==> src/rtl/dma_scheduler_if.sv <==
// DMA controller handshake bundle: HDMA enable/busy status in, HDMA init/start pulses out.
// The master modport is the scheduler; the slave modport is the DMA controller.
interface dma_scheduler_if;
    logic hdma_any;
    logic dma_busy;
    logic hdma_init;
    logic hdma_start;

    modport master (
        input  hdma_any,
        input  dma_busy,
        output hdma_init,
        output hdma_start
    );

    modport slave (
        output hdma_any,
        output dma_busy,
        input  hdma_init,
        input  hdma_start
    );
endinterface

==> src/rtl/dma_scheduler.sv <==
// DMA scheduler: HDMA init/start pulses from video timing and the CPU halt window around DMA.
// Optional per-frame halt statistics are enabled by defining DMA_SCHED_STATS_EN.
module dma_scheduler #(
    parameter logic [8:0] HINIT_DOT  = 9'd6,
    parameter logic [8:0] HSTART_DOT = 9'd278,
    parameter logic [8:0] VIS_LAST   = 9'd224,
    parameter logic [2:0] ALIGN      = 3'd0,
    parameter logic [3:0] RESUME_CYC = 4'd8
) (
    input  logic                   clk,
    input  logic                   reset,
    input  logic                   cpu_en,
    input  logic [8:0]             hcount,
    input  logic [8:0]             vcount,
    input  logic                   overscan,
    dma_scheduler_if.master        bus,
    output logic                   cpu_halt,
    output logic [2:0]             phase
`ifdef DMA_SCHED_STATS_EN
    ,
    output logic [15:0]            halt_cycles,
    output logic [15:0]            last_frame_halt
`endif
);

    typedef enum logic [1:0] {
        RUN,
        ALIGN_W,
        HALT,
        RESUME
    } state_t;

    state_t     state;
    logic       init_latch;
    logic       start_latch;
    logic       pending;
    logic [3:0] resume_cnt;

    logic       in_visible;
    logic       init_fire;
    logic       start_fire;
    logic       pulse;
    logic       request;

    // Overscan pushes the last visible line down by one.
    assign in_visible = {1'b0, vcount} <= ({1'b0, VIS_LAST} + 10'(overscan));

    assign init_fire  = (vcount == 9'd0) && (hcount == HINIT_DOT) && bus.hdma_any && !init_latch;
    assign start_fire = (hcount == HSTART_DOT) && in_visible && bus.hdma_any && !start_latch;

    // A pulse already on its way to the DMA controller counts as DMA activity.
    assign pulse   = bus.hdma_init | bus.hdma_start;
    assign request = bus.dma_busy | pulse;

    // NOTE: all state and outputs update with non-blocking assignments so every
    // branch sees the values from before this edge, regardless of statement order.
    always_ff @(posedge clk) begin
        if (reset) begin
            phase          <= 3'd0;
            bus.hdma_init  <= 1'b0;
            bus.hdma_start <= 1'b0;
            init_latch     <= 1'b0;
            start_latch    <= 1'b0;
            pending        <= 1'b0;
            resume_cnt     <= 4'd0;
            cpu_halt       <= 1'b0;
            state          <= RUN;
        end else begin
            phase          <= phase + 3'd1;
            bus.hdma_init  <= init_fire;
            bus.hdma_start <= start_fire;

            if (vcount != 9'd0)
                init_latch <= 1'b0;
            else if (init_fire)
                init_latch <= 1'b1;

            if (hcount != HSTART_DOT)
                start_latch <= 1'b0;
            else if (start_fire)
                start_latch <= 1'b1;

            case (state)
                RUN: begin
                    // Halt may only begin on a CPU cycle boundary; otherwise remember the request.
                    if ((request || pending) && cpu_en) begin
                        state    <= ALIGN_W;
                        cpu_halt <= 1'b1;
                        pending  <= 1'b0;
                    end else if (request) begin
                        pending  <= 1'b1;
                    end
                end
                ALIGN_W: begin
                    if (phase == ALIGN)
                        state <= HALT;
                end
                HALT: begin
                    if (!request) begin
                        resume_cnt <= RESUME_CYC - 4'd1;
                        state      <= RESUME;
                    end
                end
                RESUME: begin
                    // Re-entry from RESUME skips alignment: the CPU is already stopped.
                    if (request) begin
                        state <= HALT;
                    end else if (resume_cnt == 4'd0) begin
                        state    <= RUN;
                        cpu_halt <= 1'b0;
                    end else begin
                        resume_cnt <= resume_cnt - 4'd1;
                    end
                end
                default: begin
                    state    <= RUN;
                    cpu_halt <= 1'b0;
                end
            endcase
        end
    end

`ifdef DMA_SCHED_STATS_EN
    logic frame_origin;
    logic frame_origin_q;

    assign frame_origin = (vcount == 9'd0) && (hcount == 9'd0);

    always_ff @(posedge clk) begin
        if (reset) begin
            halt_cycles     <= 16'd0;
            last_frame_halt <= 16'd0;
            frame_origin_q  <= 1'b0;
        end else begin
            frame_origin_q <= frame_origin;
            // Only the first clk at the frame origin closes the frame, even if the dot stalls there.
            if (frame_origin && !frame_origin_q) begin
                last_frame_halt <= halt_cycles;
                halt_cycles     <= 16'd0;
            end else if (cpu_halt && (halt_cycles != 16'hFFFF)) begin
                halt_cycles <= halt_cycles + 16'd1;
            end
        end
    end
`endif

endmodule
==> src/flat_wrapper.sv <==
// flat-port wrapper written by rule: the top's interface ports become plain ports
module dma_scheduler_flat 
#(
    parameter logic [8:0] HINIT_DOT  = 9'd6,
    parameter logic [8:0] HSTART_DOT = 9'd278,
    parameter logic [8:0] VIS_LAST   = 9'd224,
    parameter logic [2:0] ALIGN      = 3'd0,
    parameter logic [3:0] RESUME_CYC = 4'd8
)
  (clk, reset, cpu_en, hcount, vcount, overscan, cpu_halt, phase, bus_hdma_any, bus_dma_busy, bus_hdma_init, bus_hdma_start);
  dma_scheduler_if bus_i ();
  input  logic clk;
  input  logic reset;
  input  logic cpu_en;
  input  logic [8:0] hcount;
  input  logic [8:0] vcount;
  input  logic overscan;
  output logic cpu_halt;
  output logic [2:0] phase;
  input wire logic [$bits(bus_i.hdma_any)-1:0] bus_hdma_any;
  input wire logic [$bits(bus_i.dma_busy)-1:0] bus_dma_busy;
  output wire logic [$bits(bus_i.hdma_init)-1:0] bus_hdma_init;
  output wire logic [$bits(bus_i.hdma_start)-1:0] bus_hdma_start;
  assign bus_i.hdma_any = bus_hdma_any;
  assign bus_i.dma_busy = bus_dma_busy;
  assign bus_hdma_init = bus_i.hdma_init;
  assign bus_hdma_start = bus_i.hdma_start;
  dma_scheduler #(.HINIT_DOT(HINIT_DOT), .HSTART_DOT(HSTART_DOT), .VIS_LAST(VIS_LAST), .ALIGN(ALIGN), .RESUME_CYC(RESUME_CYC)) u_core (.clk(clk), .reset(reset), .cpu_en(cpu_en), .hcount(hcount), .vcount(vcount), .overscan(overscan), .bus(bus_i), .cpu_halt(cpu_halt), .phase(phase));
endmodule
==> config.mk <==
export PLATFORM = sky130hd
export DESIGN_NAME = dma_scheduler_flat
export DESIGN_NICKNAME = d
export VERILOG_FILES = /design/src/rtl/dma_scheduler_if.sv /design/src/rtl/dma_scheduler.sv /design/src/flat_wrapper.sv
export SDC_FILE = /design/constraint.sdc
export NUM_CORES = 1
export LEC_CHECK = 0
export ABC_CLOCK_PERIOD_IN_PS = 2160
export CORE_MARGIN = 1.5
export CORE_UTILIZATION = 42
export DETAILED_ROUTE_END_ITERATION = 6
export PLACE_DENSITY = 0.77
export SYNTH_ARGS = -nofsm -noshare
export SYNTH_HDL_FRONTEND = slang
export SYNTH_SLANG_ARGS = --single-unit
==> constraint.sdc <==
create_clock -name clk -period 2.16 [get_ports clk]
set_clock_uncertainty 0.2 [all_clocks]
set_input_delay 0.432 -clock clk [delete_from_list [all_inputs] [get_ports clk]]
set_output_delay 0.432 -clock clk [all_outputs]
set_load 0.03 [all_outputs]
Figure 1. Met1 routing.
Scale: 8 px per µm. Supply wires on this layer in grey.
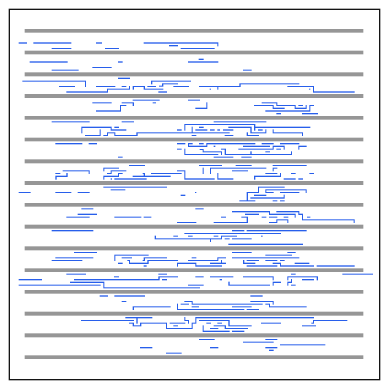
share of all routed wire	44%
longest straight run	14.7 µm
wirelength, routed: 1700 µm
met1 usage: 0.220
via count: 778

Figure 2. Met2 routing.
Scale: 6 px per µm.
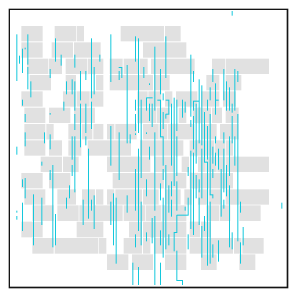
nets with wire on the layer	129
longest straight run	21.1 µm
met2 Usage GRT: 0.342

Figure 3. The metal 3 layer.
Scale: 8 px per µm.
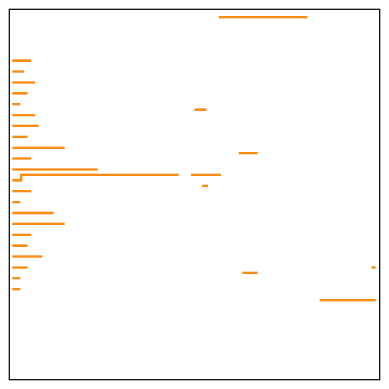
main direction	horizontal
share of all routed wire	6.2%
nets with wire on the layer	27
grt met3 use: 0.0431

Figure 4. Pin map.
Scale: 8 px per µm. Pins as bars across the die edge, other pins in grey.
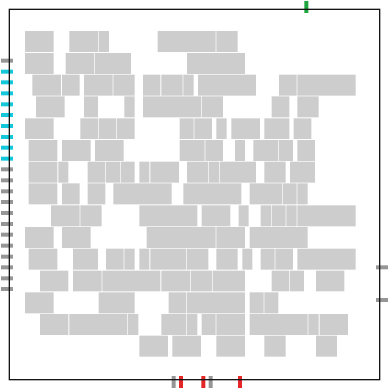
colour	port	pins	direction	edge
red	phase	3	output	south
green	clk	1	input	north
cyan	vcount	9	input	west
Die Y: 46.1 µm
Die Width: 46.1 µm
Buffers on Ports: 29

-- metal layers --
layer | vias to the layer above | part of all wire | global-route usage
met5 | - | 0 | 0
met4 | 0 | 0.026 | 0.114
met3 | 6 | 0.062 | 0.0431
met2 | 30 | 0.48 | 0.342
met1 | 350 | 0.44 | 0.220
li1 | 392 | - | -
-- through the flow --
stage,utilization,hold WS (ns)
final,0.659,0.222
after global routing,0.659,0.244
after CTS,0.659,0.227
after detailed placement,0.642,0.215
after global placement,0.642,0.212
after floorplan,-,0.200
-- kinds of logic (layout without fill, tap and decap cells) --
family	Yosys count	in the layout	synth area share
AOI/OAI and AO/OA	19	19	0.165
xor gates and xnor gates	1	1	0.0112
DFF	15	15	0.385
buffers and inverters	11	44	0.0545
adders and majority gates	4	4	0.0641
and+or+nand+nor	38	38	0.321
-- registers in the layout (all words and copies together) (netlist names) --
name / count
u_core.start_latch: 1
u_core.init_latch: 1
u_core.state: 2
u_core.resume_cnt: 4
u_core.bus.hdma_start: 1
u_core.bus.hdma_init: 1
u_core.phase: 3
u_core.cpu_halt: 1
u_core.pending: 1
-- power breakdown --
part / leakage [µW] / internal, µW / switching [µW]
clock network: 0.0000139 / 70.4 / 97.3
logic: 0.000269 / 92.0 / 63.7
registers: 0.000122 / 293 / 19.8
total: 0.000406 / 455 / 181
-- cells in the final DEF, fill, tap and decap left out, types with 3 or more instances in the layout --
master	count
clkbuf_4	3
a21oi_1	4
a31oi_1	4
nor3_1	4
dfxtp_1	15
nor2_1	6
clkdlybuf4s50_1	29
nand4_1	4
nand2_1	3
ha_1	4
nor2b_1	4
inv_1	9
o21ai_0	3
-- cell type report --
type	instances	share of cell area
clock buffers	3	0.0198
clock inverters	1	0.00659
inverters	9	0.0297
multi-input cells	62	0.385
flip-flops and latches	15	0.264
well taps	25	0.0275
repair buffers	31	0.268
==> Changelog: implementation <==
### Implementation results

- Global-route wire length before repair: 3030 µm
- Launch point of the worst path: u_core.bus.hdma_init$_SDFF_PP0_
- Antenna violations before repair: 0
- Ys flop type: dfxtp_1
- Area leader, netlist: dfxtp_1
- Share of post-route cells with drive strength above 1: 0.0909
- CTS tree: built
- Critical path required time: 1.53 ns
- Initial DRC Count: 4
- CP max stage cell: clkdlybuf4s50_1
- Ant. Diodes: 0
- Design Area, Final: 0.00114 mm²
- Worst path top cell family by delay: buffers and inverters
- Leak: 0.000406 µW
- Gr usage total: 0.198
- CP peak stage delay: 0.72 ns
- Top-area cell share: 0.385
- Clock Path Buffers: 2
- Largest net degree at the start of global routing: 13
- CTS Root Buffer Type: clkbuf_4
- Status: completed
- Post-Syn Area: 781 µm²
- Overall Power: 636 µW
- Gpl congestion: 0.785
- # IOs: 30
- Logic area: 438 µm²
- Most frequent cell after synthesis: dfxtp_1
- Syn Inst Count: 88
- Reported max-cap violation count: 0
- Min-delay src: u_core.start_latch$_SDFFE_PP0P_
- CTS Hold Bufs: 0
- Yosys chip area: 781 µm²
- Final WS setup: 0.0588 ns
- Setup total negative slack: 0 ns
- Floorplan utilization: 0.452
- Post-route DRC violation count: 0
- CP Depth: 1
- Vias per cell: 5.33
- Crit end category: primary output
- Distinct cells, synth: 35
- CP Cell Sequence: clkdlybuf4s50_1
- CTS Buf Count: 3
- Min cycle time layout: 2.10 ns
- Inst Count DP: 142
- Final net count: 150
- Worst-path clk slew: 0.11 ns
- Pre-Repair DR Iteration Count: 4
- # setup viols final: 0
- Fmax: 476 MHz
- Critical path capture point: bus_hdma_init
- WL/cell: 11.7 µm
- Post-synth regs: 15
- Worst ir drop on vdd: 0.381 mV
- Crit Path Class: reg2out
- Worst slew pin tran: 0.382 ns
- Area grow syn2layout: 45.8%
- Final Max Slew Viols: 0
- Synthesized net count: 116
Power and IR drop assume default switching activity.
